power_grid.png
Bar = 100 um. Pins as bars on the die edge.
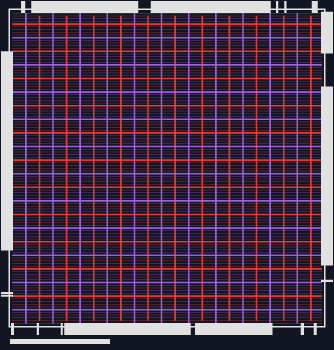
placement_by_type.png
Fill, decap, tap and diode cells in grey.
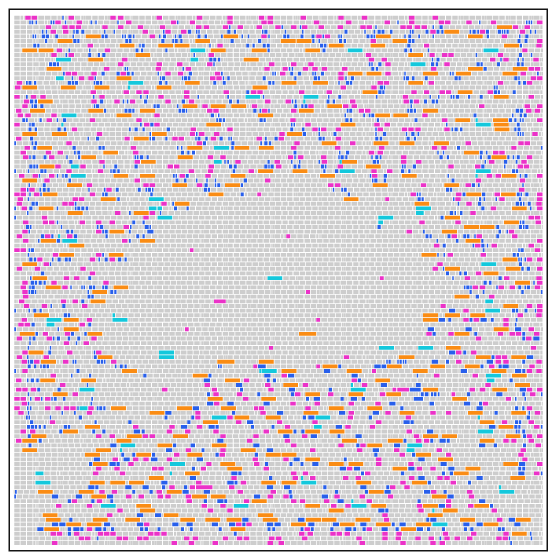
clk_routes.png
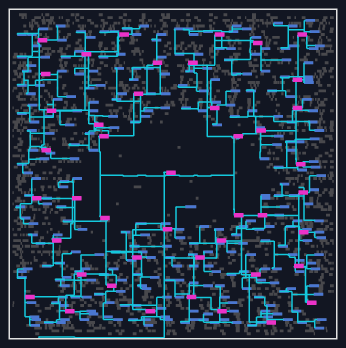
wires.png
Bar = 100 um. Only two layers are drawn.
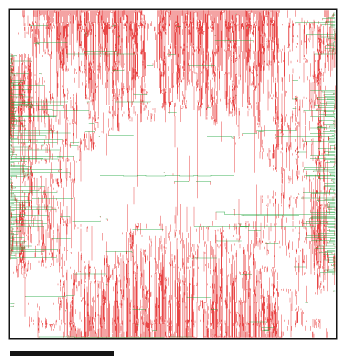
### src/rtl/l2_bus_arbiter_pkg.sv
// Shared cache-line types for the L2 bus arbiter: bus ops, arbiter states and block width.
package cacheLinePackage;

  localparam int BLOCK_W = 128;

  typedef enum logic [1:0] {
    BUS_RD  = 2'd0,
    BUS_RDX = 2'd1,
    BUS_WB  = 2'd2
  } BusOp;

  typedef enum logic [1:0] {
    IDLE    = 2'd0,
    SNOOP   = 2'd1,
    ACCESS  = 2'd2,
    RESPOND = 2'd3
  } ArbState;

  // Write-backs carry their own data and never need a snoop or an L2 read.
  function automatic logic op_is_wb(input logic [1:0] op);
    return op == BUS_WB;
  endfunction

endpackage

### src/rtl/l2_bus_arbiter_rr_arbiter.sv
// Combinational round-robin pick: searches upward from last_owner_i+1 with wrap-around.
module rr_arbiter #(
  parameter int NUM_REQ = 2,
  parameter int IDX_W   = (NUM_REQ > 1) ? $clog2(NUM_REQ) : 1
) (
  input  logic [NUM_REQ-1:0] req_i,
  input  logic [IDX_W-1:0]   last_owner_i,
  output logic [NUM_REQ-1:0] win_o,
  output logic [IDX_W-1:0]   win_idx_o,
  output logic               any_o
);

  logic [IDX_W:0]   sum_s;
  logic [IDX_W:0]   cand_s;
  logic [IDX_W-1:0] idx_s;
  logic             hit_s;

  // First requester found after the previous owner wins.
  always_comb begin
    win_o     = '0;
    win_idx_o = '0;
    any_o     = 1'b0;
    sum_s     = '0;
    cand_s    = '0;
    idx_s     = '0;
    hit_s     = 1'b0;
    for (int k = 1; k <= NUM_REQ; k++) begin
      sum_s     = {1'b0, last_owner_i} + (IDX_W+1)'(k);
      cand_s    = (sum_s >= (IDX_W+1)'(NUM_REQ)) ? (sum_s - (IDX_W+1)'(NUM_REQ)) : sum_s;
      idx_s     = cand_s[IDX_W-1:0];
      hit_s     = req_i[idx_s] & ~any_o;
      win_o[idx_s] = hit_s;
      win_idx_o = hit_s ? idx_s : win_idx_o;
      any_o     = any_o | hit_s;
    end
  end

endmodule

### src/rtl/l2_bus_arbiter.sv
// Round-robin owner of the single L2 port: snoop broadcast, L2 access, then response.
// Define L2_ARB_SNOOP_EN to build the SNOOP phase and snoop outputs; otherwise they are removed.
module l2_bus_arbiter
  import cacheLinePackage::*;
#(
  parameter int NUM_REQ = 2,
  parameter int ADDR_W  = 32
) (
  input  logic                        clk,
  input  logic                        reset,
  input  logic [NUM_REQ-1:0]          req,
  input  logic [NUM_REQ*2-1:0]        req_op,
  input  logic [NUM_REQ*ADDR_W-1:0]   req_addr,
  input  logic [NUM_REQ*BLOCK_W-1:0]  req_wdata,
  output logic [NUM_REQ-1:0]          grant,
  output logic [NUM_REQ-1:0]          done,
  output logic [BLOCK_W-1:0]          rdata,
  output logic                        shared,
  output logic                        snoop_valid,
  output logic [1:0]                  snoop_op,
  output logic [ADDR_W-1:0]           snoop_addr,
  output logic [NUM_REQ-1:0]          snoop_src,
  input  logic [NUM_REQ-1:0]          snoop_hit,
  output logic                        l2_read,
  output logic                        l2_write,
  output logic [ADDR_W-1:0]           l2_addr,
  output logic [BLOCK_W-1:0]          l2_wdata,
  input  logic [BLOCK_W-1:0]          l2_rdata,
  input  logic                        l2_ready
);

  localparam int IDX_W = (NUM_REQ > 1) ? $clog2(NUM_REQ) : 1;

  ArbState              state_q, state_d;
  BusOp                 op_q, op_d;
  logic [IDX_W-1:0]     owner_q, owner_d;
  logic [IDX_W-1:0]     last_owner_q, last_owner_d;
  logic [NUM_REQ-1:0]   grant_q, grant_d;
  logic [ADDR_W-1:0]    addr_q, addr_d;
  logic [BLOCK_W-1:0]   wdata_q, wdata_d;
  logic [BLOCK_W-1:0]   rdata_q, rdata_d;
  logic                 shared_q, shared_d;

  logic [1:0]           op_arr_s    [NUM_REQ];
  logic [ADDR_W-1:0]    addr_arr_s  [NUM_REQ];
  logic [BLOCK_W-1:0]   wdata_arr_s [NUM_REQ];
  logic [NUM_REQ-1:0]   win_s;
  logic [IDX_W-1:0]     win_idx_s;
  logic                 any_s;

  rr_arbiter #(
    .NUM_REQ (NUM_REQ),
    .IDX_W   (IDX_W)
  ) u_rr (
    .req_i        (req),
    .last_owner_i (last_owner_q),
    .win_o        (win_s),
    .win_idx_o    (win_idx_s),
    .any_o        (any_s)
  );

  // Split the flat per-requester buses so the winner can be selected by index.
  always_comb begin
    for (int i = 0; i < NUM_REQ; i++) begin
      op_arr_s[i]    = req_op[i*2 +: 2];
      addr_arr_s[i]  = req_addr[i*ADDR_W +: ADDR_W];
      wdata_arr_s[i] = req_wdata[i*BLOCK_W +: BLOCK_W];
    end
  end

  // Next-state logic and transaction latches.
  always_comb begin
    state_d      = state_q;
    op_d         = op_q;
    owner_d      = owner_q;
    last_owner_d = last_owner_q;
    grant_d      = grant_q;
    addr_d       = addr_q;
    wdata_d      = wdata_q;
    rdata_d      = rdata_q;
    shared_d     = shared_q;
    case (state_q)
      IDLE: begin
        if (any_s) begin
          grant_d  = win_s;
          owner_d  = win_idx_s;
          op_d     = BusOp'(op_arr_s[win_idx_s]);
          addr_d   = addr_arr_s[win_idx_s];
          wdata_d  = wdata_arr_s[win_idx_s];
          shared_d = 1'b0;
`ifdef L2_ARB_SNOOP_EN
          state_d  = op_is_wb(op_arr_s[win_idx_s]) ? ACCESS : SNOOP;
`else
          state_d  = ACCESS;
`endif
        end else begin
          state_d  = IDLE;
        end
      end
`ifdef L2_ARB_SNOOP_EN
      SNOOP: begin
        // Our own copy never counts as sharing.
        shared_d = |(snoop_hit & ~grant_q);
        state_d  = ACCESS;
      end
`endif
      ACCESS: begin
        if (l2_ready) begin
          rdata_d = l2_rdata;
          state_d = RESPOND;
        end else begin
          state_d = ACCESS;
        end
      end
      RESPOND: begin
        last_owner_d = owner_q;
        grant_d      = '0;
        state_d      = IDLE;
      end
      default: begin
        grant_d = '0;
        state_d = IDLE;
      end
    endcase
  end

  // State and latch registers; reset aborts any transaction in flight.
  always_ff @(posedge clk or posedge reset) begin
    if (reset) begin
      state_q      <= IDLE;
      op_q         <= BUS_RD;
      owner_q      <= '0;
      last_owner_q <= IDX_W'(NUM_REQ - 1);
      grant_q      <= '0;
      addr_q       <= '0;
      wdata_q      <= '0;
      rdata_q      <= '0;
      shared_q     <= 1'b0;
    end else begin
      state_q      <= state_d;
      op_q         <= op_d;
      owner_q      <= owner_d;
      last_owner_q <= last_owner_d;
      grant_q      <= grant_d;
      addr_q       <= addr_d;
      wdata_q      <= wdata_d;
      rdata_q      <= rdata_d;
      shared_q     <= shared_d;
    end
  end

  assign grant = grant_q;

  // Outputs decode from registered state only, so they drop with reset at once.
  always_comb begin
    done        = '0;
    rdata       = '0;
    shared      = 1'b0;
    snoop_valid = 1'b0;
    snoop_op    = 2'b00;
    snoop_addr  = '0;
    snoop_src   = '0;
    l2_read     = 1'b0;
    l2_write    = 1'b0;
    l2_addr     = '0;
    l2_wdata    = '0;
    case (state_q)
`ifdef L2_ARB_SNOOP_EN
      SNOOP: begin
        snoop_valid = 1'b1;
        snoop_op    = op_q;
        snoop_addr  = addr_q;
        snoop_src   = grant_q;
      end
`endif
      ACCESS: begin
        l2_addr = addr_q;
        if (op_is_wb(op_q)) begin
          l2_write = 1'b1;
          l2_wdata = wdata_q;
        end else begin
          l2_read  = 1'b1;
        end
      end
      RESPOND: begin
        done  = grant_q;
        rdata = rdata_q;
`ifdef L2_ARB_SNOOP_EN
        shared = shared_q & (op_q == BUS_RD);
`endif
      end
      default: begin
        done = '0;
      end
    endcase
  end

`ifndef L2_ARB_SNOOP_EN
  logic unused_s;
  assign unused_s = ^{snoop_hit, shared_q};
`endif

endmodule

### config.mk
export PLATFORM = sky130hd
export DESIGN_NAME = l2_bus_arbiter
export DESIGN_NICKNAME = d
export VERILOG_FILES = /design/src/rtl/l2_bus_arbiter_pkg.sv /design/src/rtl/l2_bus_arbiter_rr_arbiter.sv /design/src/rtl/l2_bus_arbiter.sv
export SDC_FILE = /design/constraint.sdc
export NUM_CORES = 1
export LEC_CHECK = 0
export CORE_AREA = 2 2 312 314
export DETAILED_ROUTE_END_ITERATION = 6
export DIE_AREA = 0 0 314 316
export PLACE_DENSITY_LB_ADDON = 0.05
export SLEW_MARGIN = 20
export SYNTH_ARGS = -nofsm -noshare
export SYNTH_HDL_FRONTEND = slang
export SYNTH_SLANG_ARGS = --single-unit
### constraint.sdc
create_clock -name clk -period 14.2 [get_ports clk]
set_input_delay 2.13 -clock clk [delete_from_list [all_inputs] [get_ports clk]]
set_output_delay 2.13 -clock clk [all_outputs]
set_load 0.01 [all_outputs]
==> results.yml <==
# synthesis and place-and-route metrics
final_layout:
  comb_area_share_pct: 26.7
  n_antenna_cell: 7
  buffer_area_share_pct: 31.1
  inverters: 4
  largest_cell_class: "buffers"
  seq_area_mm2: 0.00742
  fillers: 10407
  clkCellAreaFrac_pct: 5.61
  finish.utilization_pct: 25.8
placed_design:
  dp_slack_ns: 7.88
  hpwl_um: 54300
  place_inst: 3469
routing:
  dr_wl_met2_um: 42600
  dr.pass1.iters: 6
  drc: 0
  wl_met1_um: 30700
  wl_um: 80300
  wl_per_cell_um: 22.6
setup_path:
  regToRegStartpoint: "state_q[1]"
  worst_r2r_path_depth: 6
  crit_start: "state_q[1]"
  cp.required_ns: 12.07
  rrSetupSlack_ns: 9.84
  critical_path_depth: 6
  criticalPathCategory: "register to output port"
  crit_family: "buffers and inverters"
  worst-path-buf-inv: 3
  rr_endpoint: "addr_q[14]"
  worst_ep_arrival_time_ns: 4.60
  crit_path_end_kind: "output port"
final_timing:
  finClkSkew_ns: 0.0192
  finalHoldViolations: 0
  tns_ns: 0
  hold_slack_ns: 0.478
  worst_slew_pin_slew_ns: 1.10
  fin_crit_sh_pct: 47.4
pwr:
  p_leak_nw: 10.0
floorplan:
  rows: 114
  taps: 1276
  io_pins: 791
  die_area_mm2: 0.0992
yosys:
  synthAoiAreaFrac_pct: 12.6
  synthArstFlopShare_pct: 100
  edf_count: 0
  yosys_area_mm2: 0.0150
  synth.cell_area_mm2: 0.0150
  synth.cellmix.adderShare_pct: 0
grt:
  gr-usage-met1_pct: 17.3
  use_met3_pct: 4.12
  grt_max_degree: 136
clocking:
  cts_resized: 0
  cts_tree: "built"
  cts_sinks: 296
  htreeDepth: 2
  ctsHoldBuffers: 0
worst_hold_path:
  whs_endpoint: "rdata_q[65]"
  worst_hold_path_type: "register to register"
run_status:
  outcome: "complete, no violations"
job:
  max_cap_viol_count: 0
  tool_warnings: 37
## Picture notes: power_grid.png
legend:
  VSS:
    colour: purple
  VDD:
    colour: red
met4 straps: 22
signal pins: 791
rows: 114
met5 straps: 22
met1 rails: 115
maximum vdd drop: 0.0783 mV
core box area: 0.0960 mm^2

## Picture notes: placement_by_type.png
legend:
  other buffers and delay cells:
    colour: magenta
    cells: 768
  flops:
    colour: orange
    cells: 296
  clock drivers and dummy loads:
    colour: cyan
    cells: 77
  combinational and other logic:
    colour: blue
    cells: 1,130

## Picture notes: clk_routes.png
legend:
  flip-flops:
    colour: blue
    count: 296
  clock wires:
    colour: cyan
    length: 6,630 um
  clock drivers:
    colour: magenta
    count: 44
flops lie: all over the die
routed clock nets: 45

## Picture notes: wires.png
legend:
  metal 3:
    colour: green
    wire_length: 5,160 um
  metal 2:
    colour: red
    wire_length: 42.6 mm
GRT Util Overall: 15.4%
vias: 14,412

==> cell usage in the layout (no fill, tap or decap), types with 3 or more instances in the layout <==
master	synthesis	final
clkdlybuf4s50_1	0	750
nand2_1	327	327
dfrtp_1	295	293
a21oi_1	163	163
a31oi_1	162	162
and2_1	161	160
and3_1	131	130
mux2_2	118	118
clkbuf_16	0	45
conb_1	1	38
clkbuf_1	57	15
buf_4	47	15
clkbuf_8	0	13
mux2_1	10	10
diode_2	0	7
inv_1	4	3
o21ai_0	3	3
nor2_1	4	3
==> power breakdown <==
group	total, W	internal [W]	switching [W]
Combinational	0.00131	0.000678	0.000637
Sequential	0.00131	0.00115	0.000162
Clock	0.00109	0.000647	0.000442
Total	0.00372	0.00248	0.00124
Power is estimated from default activity; no workload was simulated.
